--- src/rtl/iccm_fetch_align.sv ---
// ICCM instruction fetch with RVC alignment: reads one halfword pair per cycle,
// sizes the instruction from its low bits and queues it in a 2-entry FIFO.
module iccm_fetch_align #(
  parameter int          AddrWidth = 15,
  parameter logic [31:0] BootAddr  = 32'h0000_0000
) (
  input  logic                 brq_clk,
  input  logic                 brq_rst_n,
  input  logic                 i_start,
  input  logic                 i_redirect,
  input  logic [31:0]          i_redirect_pc,
  output logic [AddrWidth-1:0] iccm_addr,
  output logic                 iccm_read,
  input  logic [15:0]          iccm_lsb,
  input  logic [15:0]          iccm_msb,
  output logic [31:0]          o_instr,
  output logic [31:0]          o_pc,
  output logic                 o_compressed,
  output logic                 o_valid,
  input  logic                 i_ready,
  output logic                 o_misaligned
);
  typedef enum logic [1:0] {IDLE = 2'd0, FETCH = 2'd1, ERROR = 2'd2} state_e;

  typedef struct packed {
    logic [31:0] instr;
    logic [31:0] pc;
    logic        compressed;
  } entry_t;

  state_e       state_q, state_d;
  logic [31:0]  fetch_pc_q, fetch_pc_d;
  logic [1:0]   count_q, count_d;
  logic         rd_ptr_q, rd_ptr_d;
  logic         wr_ptr_q, wr_ptr_d;
  logic         mis_q, mis_d;
  entry_t [1:0] fifo_q;
  entry_t       new_entry;
  logic         rvc, flush, push, pop;

  assign rvc       = (iccm_lsb[1:0] != 2'b11);
  assign new_entry = '{instr:      rvc ? {16'h0000, iccm_lsb} : {iccm_msb, iccm_lsb},
                       pc:         fetch_pc_q,
                       compressed: rvc};

  // Truncation of the halfword index makes the ICCM wrap naturally.
  assign iccm_addr    = fetch_pc_q[AddrWidth:1];
  assign o_valid      = (count_q != 2'd0);
  assign o_instr      = fifo_q[rd_ptr_q].instr;
  assign o_pc         = fifo_q[rd_ptr_q].pc;
  assign o_compressed = fifo_q[rd_ptr_q].compressed;
  assign o_misaligned = mis_q;

  always_comb begin
    state_d    = state_q;
    fetch_pc_d = fetch_pc_q;
    mis_d      = mis_q;
    flush      = 1'b0;
    iccm_read  = 1'b0;

    case (state_q)
      FETCH:   iccm_read = (count_q < 2'd2);
      default: iccm_read = 1'b0;
    endcase

    // Redirect beats start beats normal queue traffic; both flush the FIFO.
    if (i_redirect) begin
      flush = 1'b1;
      if (i_redirect_pc[0]) begin
        state_d = ERROR;
        mis_d   = 1'b1;
      end else begin
        state_d    = FETCH;
        fetch_pc_d = i_redirect_pc;
        mis_d      = 1'b0;
      end
    end else if (i_start) begin
      flush      = 1'b1;
      state_d    = FETCH;
      fetch_pc_d = BootAddr;
      mis_d      = 1'b0;
    end else if (iccm_read) begin
      fetch_pc_d = fetch_pc_q + (rvc ? 32'd2 : 32'd4);
    end

    push     = iccm_read && !flush;
    pop      = o_valid && i_ready && !flush;
    count_d  = flush ? 2'd0 : count_q + {1'b0, push} - {1'b0, pop};
    rd_ptr_d = flush ? 1'b0 : rd_ptr_q ^ pop;
    wr_ptr_d = flush ? 1'b0 : wr_ptr_q ^ push;
  end

  always_ff @(posedge brq_clk or negedge brq_rst_n) begin
    if (!brq_rst_n) begin
      state_q    <= IDLE;
      fetch_pc_q <= BootAddr;
      count_q    <= 2'd0;
      rd_ptr_q   <= 1'b0;
      wr_ptr_q   <= 1'b0;
      mis_q      <= 1'b0;
      fifo_q     <= '0;
    end else begin
      state_q    <= state_d;
      fetch_pc_q <= fetch_pc_d;
      count_q    <= count_d;
      rd_ptr_q   <= rd_ptr_d;
      wr_ptr_q   <= wr_ptr_d;
      mis_q      <= mis_d;
      if (push) fifo_q[wr_ptr_q] <= new_entry;
    end
  end
endmodule

--- config.mk ---
export PLATFORM = sky130hd
export DESIGN_NAME = iccm_fetch_align
export DESIGN_NICKNAME = d
export VERILOG_FILES = /design/src/rtl/iccm_fetch_align.sv
export SDC_FILE = /design/constraint.sdc
export NUM_CORES = 1
export LEC_CHECK = 0
export CAP_MARGIN = 20
export CORE_MARGIN = 2
export CORE_UTILIZATION = 40
export DETAILED_ROUTE_END_ITERATION = 16
export PLACE_DENSITY = 0.71
export RECOVER_POWER = 25
export SETUP_SLACK_MARGIN = 0.3
export SLEW_MARGIN = 40
export SYNTH_ARGS = -nofsm -noshare
export SYNTH_HDL_FRONTEND = slang
export SYNTH_SLANG_ARGS = --single-unit
--- constraint.sdc ---
create_clock -name brq_clk -period 6 [get_ports brq_clk]
set_input_delay 1.2 -clock brq_clk [delete_from_list [all_inputs] [get_ports brq_clk]]
set_output_delay 1.2 -clock brq_clk [all_outputs]
set_load 0.01 [all_outputs]
### M2 wires

(2 px per µm)
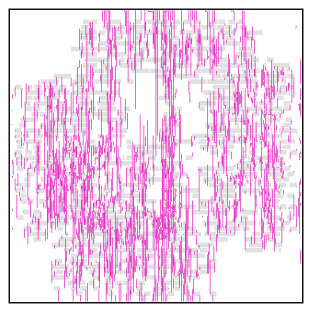
The longest straight run is 72.8 µm. 800 nets have wire on it. The wires run mostly vertical. The layer holds 48% of the routed length.

### Signal wires by layer

(2 px per µm) Two of the layers only.
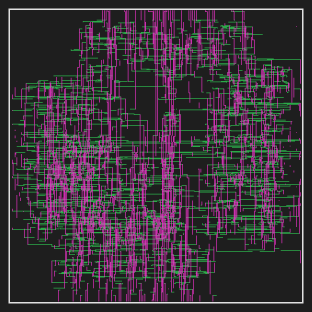
M1: marked green, wire length 8760 µm. M2: marked magenta, wire length 9380 µm.

### Layout detail

Region (53, 53) to (93, 93) µm. Cells in grey, sequential cells in the stronger grey; small squares are vias.
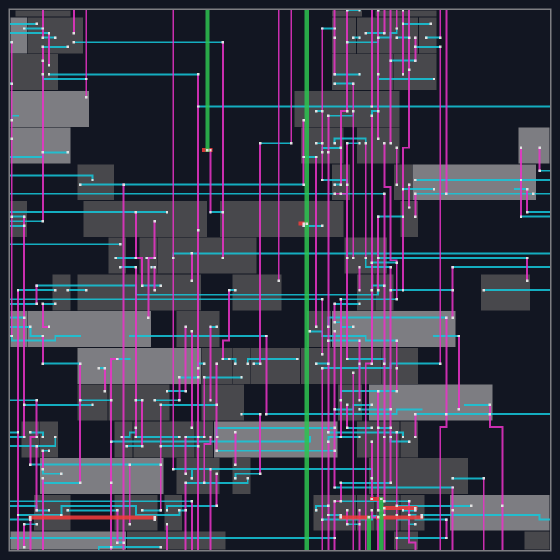
M4: marked green. M1: marked cyan. M3: marked red. M2: marked magenta.
Sequential cells in the window: 10. Most frequent: nor2_1 (11), dfrtp_1 (10). 68 logic cells have their middle in the window. Netlist names of flops here include fetch_pc_q (4), count_q (2), state_q (2).

==> Changelog: implementation <==
### Metrics

* Failing checks: capacitance limit, slew limit
* R2r setup slk at 3.43 ns
* Setup crit end: fifo_q[26]$_DFFE_PN0P_
* Crit path time final at 4.09 ns
* DIE WIDTH at 146 µm
* Placed cell area at 9730 µm²
* CTS root buf: clkbuf_16
* Die span in y at 146 µm
* LEAKAGE at 4.42 nW
* Largest net degree at the start of global routing at 59
* First-pass GRT wire length at 32.1 mm
* Clk ins delay skew pair at 0.42 ns
* Setup Skew at 0.00712 ns
* Vias in the first global route at 6004
* Sw Pwr at 0.000889 W
* PD cells at 315 nW/µm²
* Worst hold stages at 1
* Slew Limit Fails at 53
* Metal2 WL at 9.38 mm
* Ports at 152
* Clk power at 0.00109 W
* Top class by area: registers
* Setup_tns at 0 ns
* Top post-synthesis cells by area: dfrtp_1, mux2_2, o21ai_0
* Syn Inst Count at 726
* Logic area at 3480 µm²
* Logic share of the area at 0.337
* MaxCap Viol Count at 1
* Initial antenna violation count at 0
* Via/cell ratio at 5.35
* Gate power share at 0.229
* Status: complete, but fails checks
* Levels on crit path at 2
* Seq pwr at 0.00142 W
* Seq/Total Area, Yosys at 0.512
* Slowest-stage cell, CP: clkbuf_1
* Biggest registers after layout: fifo_q x128, fetch_pc_q x31
* Antenna diodes at 0
### Placed standard cells

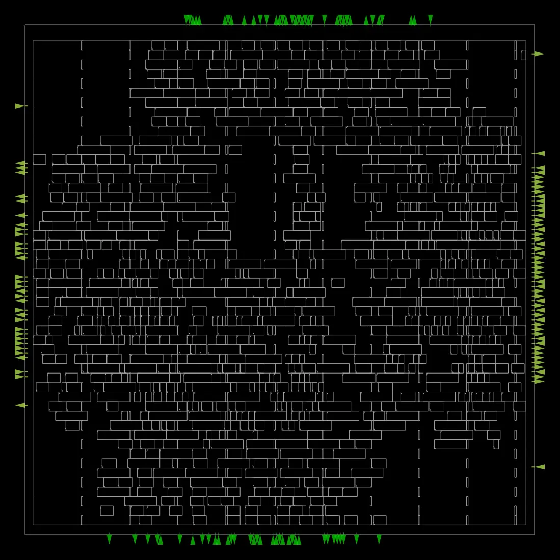
Well Taps: 265
register share of the cell area: 0.400
core footprint: 19600 µm²

### I/O pins on the die edge

(3 px per µm) Pins as bars across the die edge, other pins in grey.
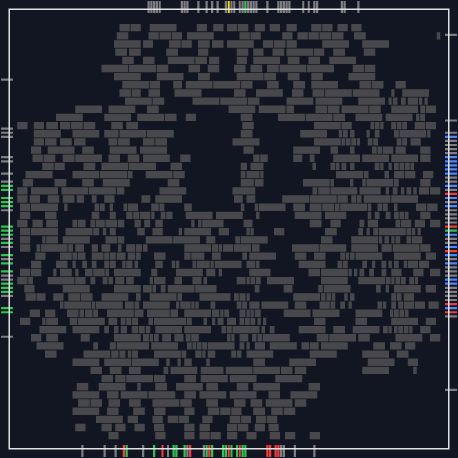
o_valid: marked yellow, pins 1, direction output, edge north. iccm_msb: marked blue, pins 16, direction input, edge east. iccm_addr: marked red, pins 15, direction output, edge 10 south, 5 east. i_redirect_pc: marked green, pins 32, direction input, edge 17 west, 13 south, 1 north, 1 east.
All pins by edge: 49 east, 36 north, 34 south, 33 west.

No activity file was given, so power comes from the tool's default toggle rates.
